--- config.mk ---
export PLATFORM = sky130hd
export DESIGN_NAME = i2c_slave
export DESIGN_NICKNAME = d
export VERILOG_FILES = /design/src/rtl/i2c_slave.sv
export SDC_FILE = /design/constraint.sdc
export NUM_CORES = 1
export LEC_CHECK = 0
export CAP_MARGIN = 10
export CORE_UTILIZATION = 54
export DETAILED_ROUTE_END_ITERATION = 12
export PLACE_DENSITY_LB_ADDON = 0.08
export SLEW_MARGIN = 25
export SYNTH_ARGS = -nofsm -noshare
export SYNTH_HDL_FRONTEND = slang
export SYNTH_SLANG_ARGS = --single-unit
--- constraint.sdc ---
create_clock -name clk -period 2.6 [get_ports clk]
set_clock_uncertainty 0.15 [all_clocks]
set_input_delay 0.39 -clock clk [delete_from_list [all_inputs] [get_ports clk]]
set_output_delay 0.39 -clock clk [all_outputs]
set_load 0.005 [all_outputs]
--- src/rtl/i2c_slave.sv ---
// I2C target with a fixed 7-bit address, oversampling SCL/SDA on clk.
// Write bytes appear on rx_data/rx_valid; read bytes are fetched through tx_req/tx_data.
module i2c_slave #(
  parameter logic [6:0] SLAVE_ADDR = 7'b1010000
) (
  input  logic       clk,
  input  logic       reset,
  input  logic       scl,
  input  logic       sda_in,
  output logic       sda_out,
  output logic       sda_oe,
  output logic [7:0] rx_data,
  output logic       rx_valid,
  input  logic [7:0] tx_data,
  output logic       tx_req,
  output logic       busy,
  output logic [3:0] state
);

  typedef enum logic [3:0] {
    IDLE      = 4'd0,
    ADDR      = 4'd1,
    ACK_ADDR  = 4'd2,
    RX_BYTE   = 4'd3,
    ACK_RX    = 4'd4,
    TX_BYTE   = 4'd5,
    MACK      = 4'd6,
    WAIT_STOP = 4'd7
  } state_t;

  state_t     state_r;
  logic [2:0] scl_sync_r;
  logic [2:0] sda_sync_r;
  logic [7:0] shift_r;
  logic [3:0] bit_cnt_r;
  logic       rw_r;
  logic       scl_rise_s;
  logic       scl_fall_s;
  logic       start_s;
  logic       stop_s;
  logic       sda_s;
  logic [7:0] rx_byte_s;

  // Synchronizer flops reset to the idle-bus level so reset cannot fake an edge.
  always_ff @(posedge clk) begin
    if (reset) begin
      scl_sync_r <= 3'b111;
      sda_sync_r <= 3'b111;
    end else begin
      scl_sync_r <= {scl_sync_r[1:0], scl};
      sda_sync_r <= {sda_sync_r[1:0], sda_in};
    end
  end

  assign sda_s      = sda_sync_r[1];
  assign scl_rise_s = scl_sync_r[1] & ~scl_sync_r[2];
  assign scl_fall_s = ~scl_sync_r[1] & scl_sync_r[2];
  assign start_s    = scl_sync_r[1] & scl_sync_r[2] & sda_sync_r[2] & ~sda_sync_r[1];
  assign stop_s     = scl_sync_r[1] & scl_sync_r[2] & ~sda_sync_r[2] & sda_sync_r[1];
  assign rx_byte_s  = {shift_r[6:0], sda_s};
  assign state      = state_r;
  assign sda_out    = ~sda_oe;

  // Protocol FSM: STOP beats START, which beats any SCL edge.
  always_ff @(posedge clk) begin
    if (reset) begin
      state_r   <= IDLE;
      shift_r   <= 8'h00;
      bit_cnt_r <= 4'd0;
      rw_r      <= 1'b0;
      sda_oe    <= 1'b0;
      rx_data   <= 8'h00;
      rx_valid  <= 1'b0;
      tx_req    <= 1'b0;
      busy      <= 1'b0;
    end else begin
      rx_valid <= 1'b0;
      tx_req   <= 1'b0;
      if (stop_s) begin
        state_r   <= IDLE;
        sda_oe    <= 1'b0;
        busy      <= 1'b0;
        bit_cnt_r <= 4'd0;
      end else if (start_s) begin
        state_r   <= ADDR;
        sda_oe    <= 1'b0;
        bit_cnt_r <= 4'd0;
        shift_r   <= 8'h00;
      end else begin
        case (state_r)
          ADDR: begin
            if (scl_rise_s) begin
              shift_r   <= rx_byte_s;
              bit_cnt_r <= bit_cnt_r + 4'd1;
              if (bit_cnt_r == 4'd7) begin
                bit_cnt_r <= 4'd0;
                if (rx_byte_s[7:1] == SLAVE_ADDR) begin
                  state_r <= ACK_ADDR;
                  busy    <= 1'b1;
                  rw_r    <= rx_byte_s[0];
                  if (rx_byte_s[0]) begin
                    tx_req  <= 1'b1;
                    shift_r <= tx_data;
                  end
                end else begin
                  state_r <= WAIT_STOP;
                  busy    <= 1'b0;
                end
              end
            end
          end
          // First fall pulls SDA for the ACK clock, second fall ends it.
          ACK_ADDR, ACK_RX: begin
            if (scl_fall_s) begin
              if (!sda_oe) begin
                sda_oe <= 1'b1;
              end else if (state_r == ACK_ADDR && rw_r) begin
                state_r   <= TX_BYTE;
                sda_oe    <= ~shift_r[7];
                bit_cnt_r <= 4'd1;
              end else begin
                state_r   <= RX_BYTE;
                sda_oe    <= 1'b0;
                bit_cnt_r <= 4'd0;
              end
            end
          end
          RX_BYTE: begin
            if (scl_rise_s) begin
              shift_r   <= rx_byte_s;
              bit_cnt_r <= bit_cnt_r + 4'd1;
              if (bit_cnt_r == 4'd7) begin
                rx_data   <= rx_byte_s;
                rx_valid  <= 1'b1;
                state_r   <= ACK_RX;
                bit_cnt_r <= 4'd0;
              end
            end
          end
          // bit_cnt_r counts bits already placed on SDA; 0 means MSB not yet driven.
          TX_BYTE: begin
            if (scl_fall_s) begin
              if (bit_cnt_r == 4'd8) begin
                sda_oe    <= 1'b0;
                state_r   <= MACK;
                bit_cnt_r <= 4'd0;
              end else if (bit_cnt_r == 4'd0) begin
                sda_oe    <= ~shift_r[7];
                bit_cnt_r <= 4'd1;
              end else begin
                sda_oe    <= ~shift_r[6];
                shift_r   <= {shift_r[6:0], 1'b0};
                bit_cnt_r <= bit_cnt_r + 4'd1;
              end
            end
          end
          MACK: begin
            if (scl_rise_s) begin
              if (!sda_s) begin
                tx_req    <= 1'b1;
                shift_r   <= tx_data;
                state_r   <= TX_BYTE;
                bit_cnt_r <= 4'd0;
              end else begin
                busy    <= 1'b0;
                state_r <= WAIT_STOP;
              end
            end
          end
          IDLE, WAIT_STOP: begin
            state_r <= state_r;
          end
          default: begin
            state_r <= IDLE;
            sda_oe  <= 1'b0;
          end
        endcase
      end
    end
  end

endmodule

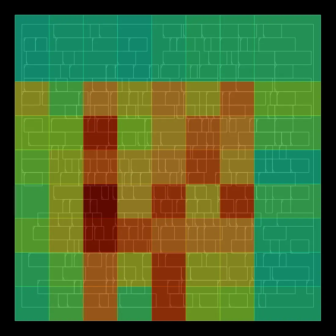
(run_1/congestion.png)
Final Util: 68.8%
busiest grt layer: met2
M2 GR Usage: 41.8%
routing usage on met1: 39.9%
M3 GR Usage: 5.38%

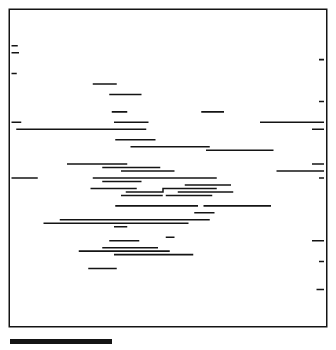
(run_1/layer_met3.png)
Bar = 20 microns.
share of all routed wire = 8.4%
nets with wire on the layer = 39
longest straight run = 29.0 microns

==> results.yml, run 1 <==
# generated from flow reports
power_and_ir_drop:
  power_density_mw_per_mm2: 406
  switching_power_mw: 0.261
  p_leak_nw: 0.962
  intPower_mw: 0.680
  p_seq_share_pct: 57.7
clock_tree:
  cts_resized: 0
  clock_sinks: 34
  insertion_delay_ns: 0.35
  postCtsHoldBufs: 0
final_layout:
  n_clock_buffer: 5
  ff_count: 34
  n_all_buffers: 38
  antenna-diode-count: 0
  nMultiInputCombCells: 170
worst_hold_path:
  hp-start: "scl_sync_r[0]"
  whs_path_depth: 1
global_routing:
  antenna_found_initial: 0
  track_usage_pct: 27.8
yosys:
  ys_sh_simple_pct: 26.4
  mux_share_pct: 6.76
  yosysChipArea_sq_mm: 0.00193
  area_leaders: "dfxtp_1, mux2i_1, nor2_1"
placed_design:
  dp_hpwl_microns: 3510
  place_ws_ns: 0.450
worst_setup_path:
  path_max_fanout: 13
  cp-start-kind: "register"
  reg2reg_slack_ns: 0.38
  cp.depth: 2
route:
  drt_wl_total_microns: 4760
  avgRoutedWirePerCell_microns: 15.6
final_timing:
  maxSlewHeadroom_pct: 66.1
  worstMarginPinSlew_ns: 0.508
floorplanning:
  fp_util_pct: 57.3
status:
  status: "completed"
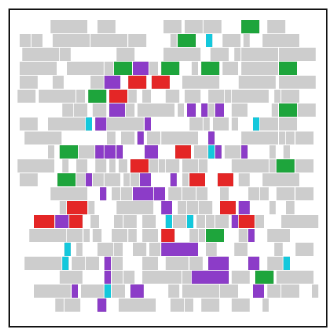
(run_1/logic_types.png)
multiplexers -> green  # cells 13
inverters -> cyan  # cells 10
AND-OR and OR-AND gates -> red  # cells 13
NAND gates -> purple  # cells 37

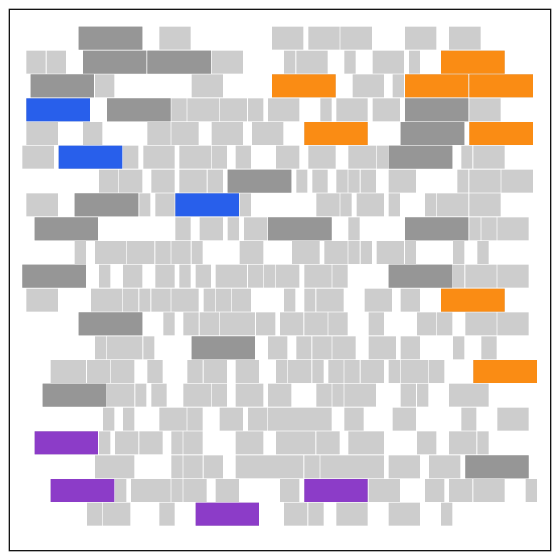
(run_1/flops_by_reg.png)
bit_cnt_r -> purple  # placed flops 4
sda_sync_r -> blue  # placed flops 3
rx_data -> orange  # placed flops 8
not colored = 19

==> run_1/layer_met2.png <==
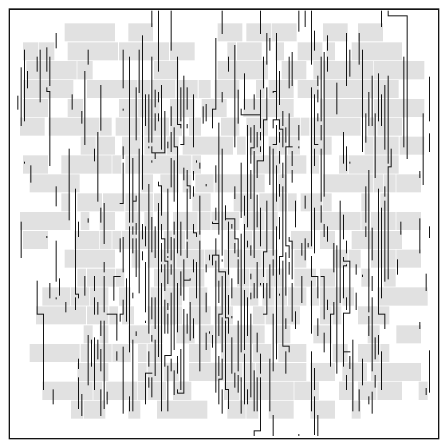

--- run 2 (diff from run 1) ---
Settings changed: CORE_ASPECT_RATIO set to 0.6.
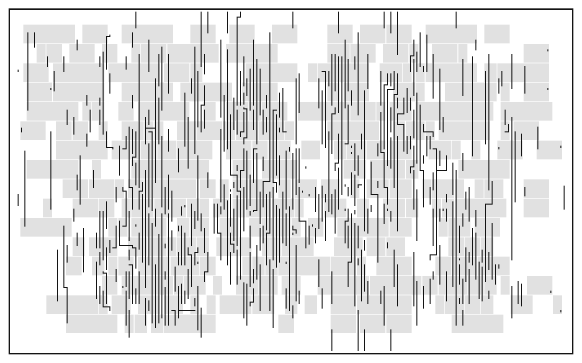
(run_2/layer_met2.png)
longest straight run = 21.8 microns
wire length on this layer = 2,010 microns

==> run 2 against run 1 <==
Compared with the run above: worst hold slack lost 0.0015 ns; clock power grew 110%; count of clock-buffer cells in the layout is the same; worst setup slack gained 0.062 ns; fmax grew 2.8%; synthesized area is the same; sequential cell count is the same; critical endpoint is now shift_r[3].
==> results.yml, run 2 <==
# generated from flow reports
status:
  status: "completed"
worst_setup_path:
  path_max_fanout: 14
  reg2reg_slack_ns: 0.39
  cp-start-kind: "register"
final_timing:
  worstMarginPinSlew_ns: 0.516
final_layout:
  n_all_buffers: 36
  fin_util_pct: 71.9
  antenna-diode-count: 0
  nMultiInputCombCells: 170
route:
  drt_wl_total_microns: 5020
placed_design:
  dp_hpwl_microns: 3630
global_routing:
  met1_usage_pct: 42.2
  antenna_found_initial: 0
  grt.busiest_layer: "met1"
  met2_usage_pct: 39.0
floorplanning:
  fp_util_pct: 57.9
yosys:
  mux_share_pct: 6.76
  yosysChipArea_sq_mm: 0.00193
clock_tree:
  postCtsHoldBufs: 0
  cts_resized: 0
worst_hold_path:
  hp-start: "sda_sync_r[0]"
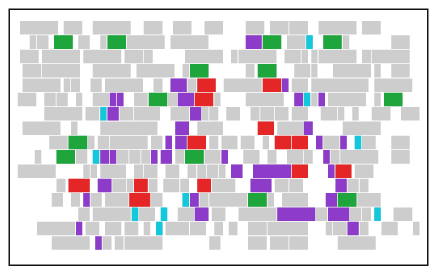
(run_2/logic_types.png)
inverters -> cyan  # cells 10
AND-OR and OR-AND gates -> red  # cells 13, where center
multiplexers -> green  # cells 13
NAND gates -> purple  # cells 37

Power figures rest on the tool's default switching activity, not on a simulated workload.
